**src/rtl/pipeline_drain_stage.sv**
```systemverilog
// Drain stage: show-ahead FIFO between a stall-capable pipeline and a valid/ready consumer.
// Optional running checksum enabled by defining PIPELINE_DRAIN_CHECKSUM_EN.
module pipeline_drain_stage #(
  parameter int DEPTH = 4,
  parameter int AW    = $clog2(DEPTH),
  parameter int CNT_W = 16
) (
  input  logic             clk,
  input  logic             reset,
  input  logic [31:0]      in_data,
  input  logic             in_valid,
  input  logic             in_flush,
  output logic             out_stall,
  output logic [31:0]      rd_data,
  output logic             rd_valid,
  input  logic             rd_ready,
  output logic [AW:0]      level,
  output logic [CNT_W-1:0] word_count,
  output logic [31:0]      checksum
);

  logic [31:0]      mem [DEPTH];
  logic [AW-1:0]    wr_ptr_reg, wr_ptr_next;
  logic [AW-1:0]    rd_ptr_reg, rd_ptr_next;
  logic [AW:0]      level_reg, level_next;
  logic [CNT_W-1:0] count_reg;
  logic             push, pop;

  // Stall depends only on the registered level so upstream sees no combinational loop.
  assign out_stall = (level_reg == (AW+1)'(DEPTH));
  assign rd_valid  = (level_reg != '0) & ~in_flush;
  assign rd_data   = mem[rd_ptr_reg];
  assign push      = in_valid & ~out_stall & ~in_flush;
  assign pop       = rd_valid & rd_ready;

  assign level      = level_reg;
  assign word_count = count_reg;

  always_comb begin
    wr_ptr_next = wr_ptr_reg;
    rd_ptr_next = rd_ptr_reg;
    level_next  = level_reg;
    if (in_flush) begin
      wr_ptr_next = '0;
      rd_ptr_next = '0;
      level_next  = '0;
    end else begin
      if (push) wr_ptr_next = wr_ptr_reg + 1'b1;
      if (pop)  rd_ptr_next = rd_ptr_reg + 1'b1;
      case ({push, pop})
        2'b10:   level_next = level_reg + 1'b1;
        2'b01:   level_next = level_reg - 1'b1;
        default: level_next = level_reg;
      endcase
    end
  end

  always_ff @(posedge clk or posedge reset) begin
    if (reset) begin
      wr_ptr_reg <= '0;
      rd_ptr_reg <= '0;
      level_reg  <= '0;
      count_reg  <= '0;
    end else begin
      wr_ptr_reg <= wr_ptr_next;
      rd_ptr_reg <= rd_ptr_next;
      level_reg  <= level_next;
      if (push) count_reg <= count_reg + 1'b1;
    end
  end

  // Storage has no reset so it can map onto distributed RAM.
  always_ff @(posedge clk) begin
    if (push) mem[wr_ptr_reg] <= in_data;
  end

`ifdef PIPELINE_DRAIN_CHECKSUM_EN
  logic [31:0] checksum_reg;

  always_ff @(posedge clk or posedge reset) begin
    if (reset) begin
      checksum_reg <= '0;
    end else if (in_flush) begin
      checksum_reg <= '0;
    end else if (push) begin
      checksum_reg <= {checksum_reg[30:0], checksum_reg[31]} ^ in_data;
    end
  end

  assign checksum = checksum_reg;
`else
  assign checksum = 32'h0;
`endif

endmodule

```
**config.mk**
```make
export PLATFORM = sky130hd
export DESIGN_NAME = pipeline_drain_stage
export DESIGN_NICKNAME = d
export VERILOG_FILES = /design/src/rtl/pipeline_drain_stage.sv
export SDC_FILE = /design/constraint.sdc
export NUM_CORES = 1
export LEC_CHECK = 0
export CORE_MARGIN = 3
export CORE_UTILIZATION = 45
export CTS_CLUSTER_DIAMETER = 120
export DETAILED_ROUTE_END_ITERATION = 16
export PLACE_DENSITY = 0.71
export SLEW_MARGIN = 40
export SYNTH_ARGS = -nofsm -noshare
export SYNTH_HDL_FRONTEND = slang
export SYNTH_SLANG_ARGS = --single-unit
```
**constraint.sdc**
```tcl
create_clock -name clk -period 2.4 [get_ports clk]
set_input_delay 0.6 -clock clk [delete_from_list [all_inputs] [get_ports clk]]
set_output_delay 0.6 -clock clk [all_outputs]
set_load 0.02 [all_outputs]
```
run_1/m3.png
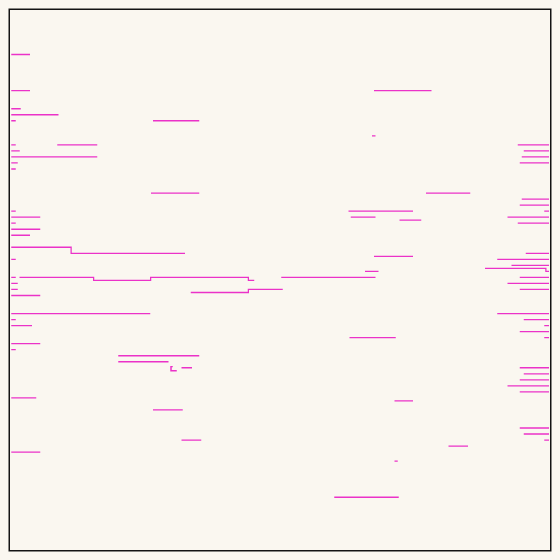
nets with wire on the layer = 66
share of all routed wire = 5.6%

run_1/floorplan.png
Bar = 20 um. Pins as bars on the die edge.
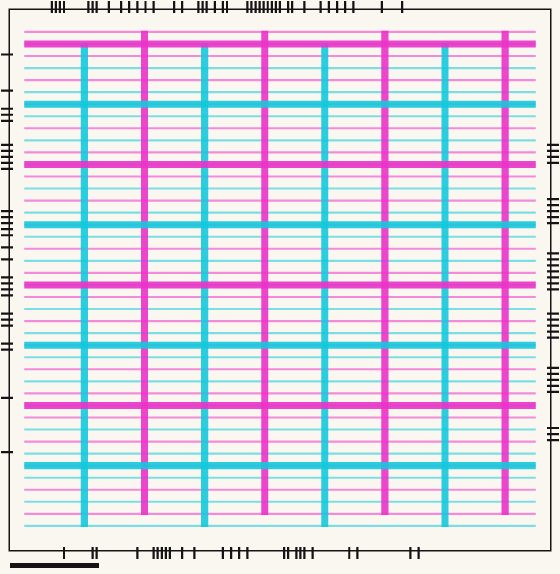
VDD -> magenta
VSS -> cyan
met4 straps = 8
met1 rails = 42
rows = 41
met5 straps = 8
Core Area: 12900 um^2
Die Height: 122 um
VDD IR max: 0.000613 V
die width: 122 um

==> results.json, run 1 <==
{
  "ys_sh_simple_pct": 4.78,
  "drive_gt1_share_pct": 29.6,
  "post_cts_buffers": 3,
  "fp_util_pct": 47.0,
  "postRouteAntennaNets": 0,
  "ys_seq_share_pct": 73.1,
  "cts_sinks": 151,
  "cts_hold_buf": 0,
  "drt-initial-drc-count": 181,
  "clkPwrFrac_pct": 32.4,
  "top_logic_kind": "multiplexers",
  "powerComb_mw": 1.91,
  "gr-total-overflow": 0,
  "crit_type": "flip-flop to output pin",
  "diodes": 0,
  "final-clk-cell-share_pct": 6.90,
  "seq_area_um2": 4430,
  "largest_reg_flops": 128,
  "worst-path-max-fanout": 7,
  "holdPathStages": 1,
  "cp.arrival_ns": 1.82,
  "via_count": 3048,
  "synthTopCellsByArea": "edfxtp_1, mux4_2, dfrtp_1, buf_4, xnor2_1",
  "cp_num_buf_inv": 2,
  "area_delta_synth_final_pct": 29.8,
  "clk-power_mw": 2.45,
  "path_clk_slew_ns": 0.06,
  "top_area_share_pct": 63.6,
  "logic_gate_count": 145,
  "synth-edff-count": 128,
  "min_to": "word_count[9]",
  "numCtsBuffers": 17,
  "fin_cells": 622,
  "yosysTopAreaCell": "edfxtp_1",
  "dr_wl_met3_um": 610,
  "inv_count": 3,
  "cts_tree": "built",
  "comb_share_pct": 18.7,
  "finalClockSkew_ns": 0.00588,
  "fin_ws_ns": -0.0221,
  "tns_ns": -0.0239,
  "end_kind": "output pin",
  "violations": "setup timing",
  "track_usage_pct": 15.8,
  "compound_area_share_pct": 0.373,
  "use_met3_pct": 4.74,
  "xor_area_share_pct": 2.90,
  "area_dominant_class": "sequential cells",
  "numSynthFlops": 151,
  "cpLargestDelayFamily": "multiplexers",
  "cts_resized": 148,
  "final_nets": 481,
  "common_cells": "edfxtp_1, buf_4, mux4_2, dfrtp_1, xnor2_1",
  "wl_per_cell_um": 17.6,
  "post-route-min-period_ns": 2.42,
  "grt.busiest_layer": "met2",
  "final-nonclk-buf-share_pct": 15.1,
  "hold_viol": 0,
  "top_layer_used": "met4",
  "avgSynthCellArea_um2": 19.6,
  "finalPower_mw": 7.55,
  "setup_viol": 2,
  "r2r_end": "level[2]",
  "status": "finished with violations",
  "ys_area_um2": 6050,
  "vias_per_cell": 4.90,
  "syn_inst": 309,
  "use_met2_pct": 23.8,
  "root_buffer": "clkbuf_16",
  "synthMostInstantiatedCell": "edfxtp_1",
  "timing.fmax_ghz": 0.413,
  "rsz0062_at_grt": "yes",
  "pwr-share-comb_pct": 25.3,
  "yosys_warnings": 0
}
run_1/layers.png
Bar = 20 um. Two of the layers only.
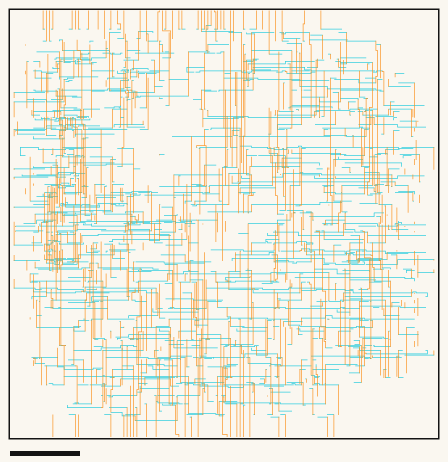
M2 -> orange  # wire length 5300 um
M1 -> cyan  # wire length 4870 um

run_1/clock_nets.png
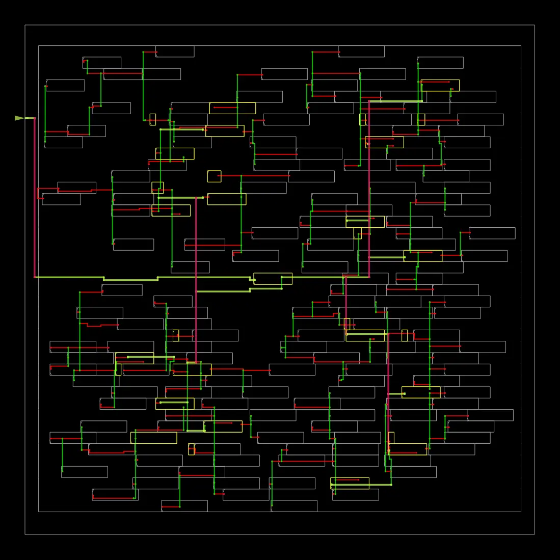

==> run 1 -> run 2 <==
- CORE_UTILIZATION: 45 -> 40
- CTS_CLUSTER_SIZE: not set -> 30
- PLACE_DENSITY: 0.71 -> not set
run_2/clock_nets.png
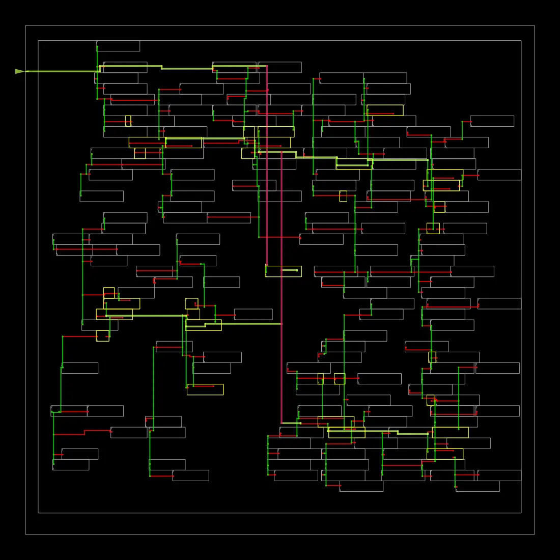
clk_lat worst skew: 0.41 ns
CTS Buf Count: 17
clock buffers: 18
clk sinks: 151

==> run 2 against run 1 <==
Compared with the run above: the flow still finishes with violations (setup timing); clock power is 4% lower; sequential share of layout area decreased by 1.4 points; setup slack better by 0.017 ns; global-route usage shrank 0.73 points.
==> results.json, run 2 <==
{
  "final_nets": 491,
  "top_area_share_pct": 63.6,
  "numSynthFlops": 151,
  "hp-class": "input pin to async pin",
  "cts_resized": 174,
  "logic_gate_count": 145,
  "pwr-share-comb_pct": 28.9,
  "synth-edff-count": 128,
  "common_cells": "edfxtp_1, buf_4, mux4_2, dfrtp_1, xnor2_1",
  "xor_area_share_pct": 2.90,
  "muxShareOfSynthArea_pct": 12.6,
  "crit_type": "flip-flop to output pin",
  "dr_wl_met3_um": 640,
  "gr-total-overflow": 0,
  "finalClockSkew_ns": 0.00587,
  "rows": 44,
  "r2r_end": "level[2]",
  "use_met3_pct": 4.65,
  "area_delta_synth_final_pct": 33.1,
  "die_h_um": 129,
  "routabilityCongestion": 0.742,
  "status": "finished with violations",
  "final-clk-cell-share_pct": 6.58,
  "wl_per_cell_um": 18.5,
  "synthTopCellsByArea": "edfxtp_1, mux4_2, dfrtp_1, buf_4, xnor2_1",
  "avgSynthCellArea_um2": 19.6,
  "setup_viol": 1,
  "ys_seq_share_pct": 73.1,
  "cts_hold_buf": 0,
  "cp_num_buf_inv": 2,
  "path_clk_slew_ns": 0.06,
  "diodes": 0,
  "clkPwrFrac_pct": 30.2,
  "postRouteAntennaNets": 0,
  "fin_ws_ns": -0.00549,
  "core_um2": 14600,
  "root_buffer": "clkbuf_16",
  "fin_hold_ws_ns": 0.464,
  "cp.arrival_ns": 1.81,
  "min_period_over_period_pct": 100,
  "drt-initial-drc-count": 177,
  "die_w_um": 129,
  "comb_share_pct": 18.3,
  "mostFrequentLayoutCells": "edfxtp_1, clkdlybuf4s50_1, mux4_2, conb_1",
  "rsz0062_at_grt": "yes",
  "end_kind": "output pin",
  "fin_cells": 645,
  "fp_util_pct": 41.3,
  "final-nonclk-buf-share_pct": 17.1,
  "ys_sh_simple_pct": 4.78,
  "finalPower_mw": 7.77,
  "inv_count": 3,
  "compound_area_share_pct": 0.373,
  "yosysTopAreaCell": "edfxtp_1",
  "clk-power_mw": 2.35,
  "post-route-min-period_ns": 2.41,
  "tns_ns": -0.00549,
  "yosys_warnings": 0,
  "post_cts_buffers": 8,
  "top_logic_kind": "multiplexers",
  "vias_per_cell": 4.87,
  "synthMostInstantiatedCell": "edfxtp_1",
  "ys_area_um2": 6050,
  "worst_path_max_delay_cell": "mux4_2",
  "cpLargestDelayFamily": "multiplexers",
  "nFillCells": 1187,
  "area_dominant_class": "sequential cells",
  "ir_drop_v": 0.000505,
  "drive_gt1_share_pct": 32.5,
  "violations": "setup timing",
  "top_layer_used": "met4",
  "timing.fmax_ghz": 0.416,
  "grt_first_pass_wirelength_mm": 18.5,
  "syn_inst": 309,
  "critical_path.startpoint": "rd_ptr_reg[0]",
  "die-area_um2": 16600,
  "grt.busiest_layer": "met2",
  "largest_reg_flops": 128,
  "powerComb_mw": 2.24,
  "worst-path-max-fanout": 4,
  "seq_area_um2": 4420,
  "syn_area_um2": 6050,
  "io_pins": 122,
  "via_count": 3138,
  "track_usage_pct": 15.0,
  "use_met2_pct": 24.8,
  "hold_viol": 0,
  "cts_tree": "built",
  "dp_slack_ns": -0.211
}
No activity file was given, so power comes from the tool's default toggle rates.
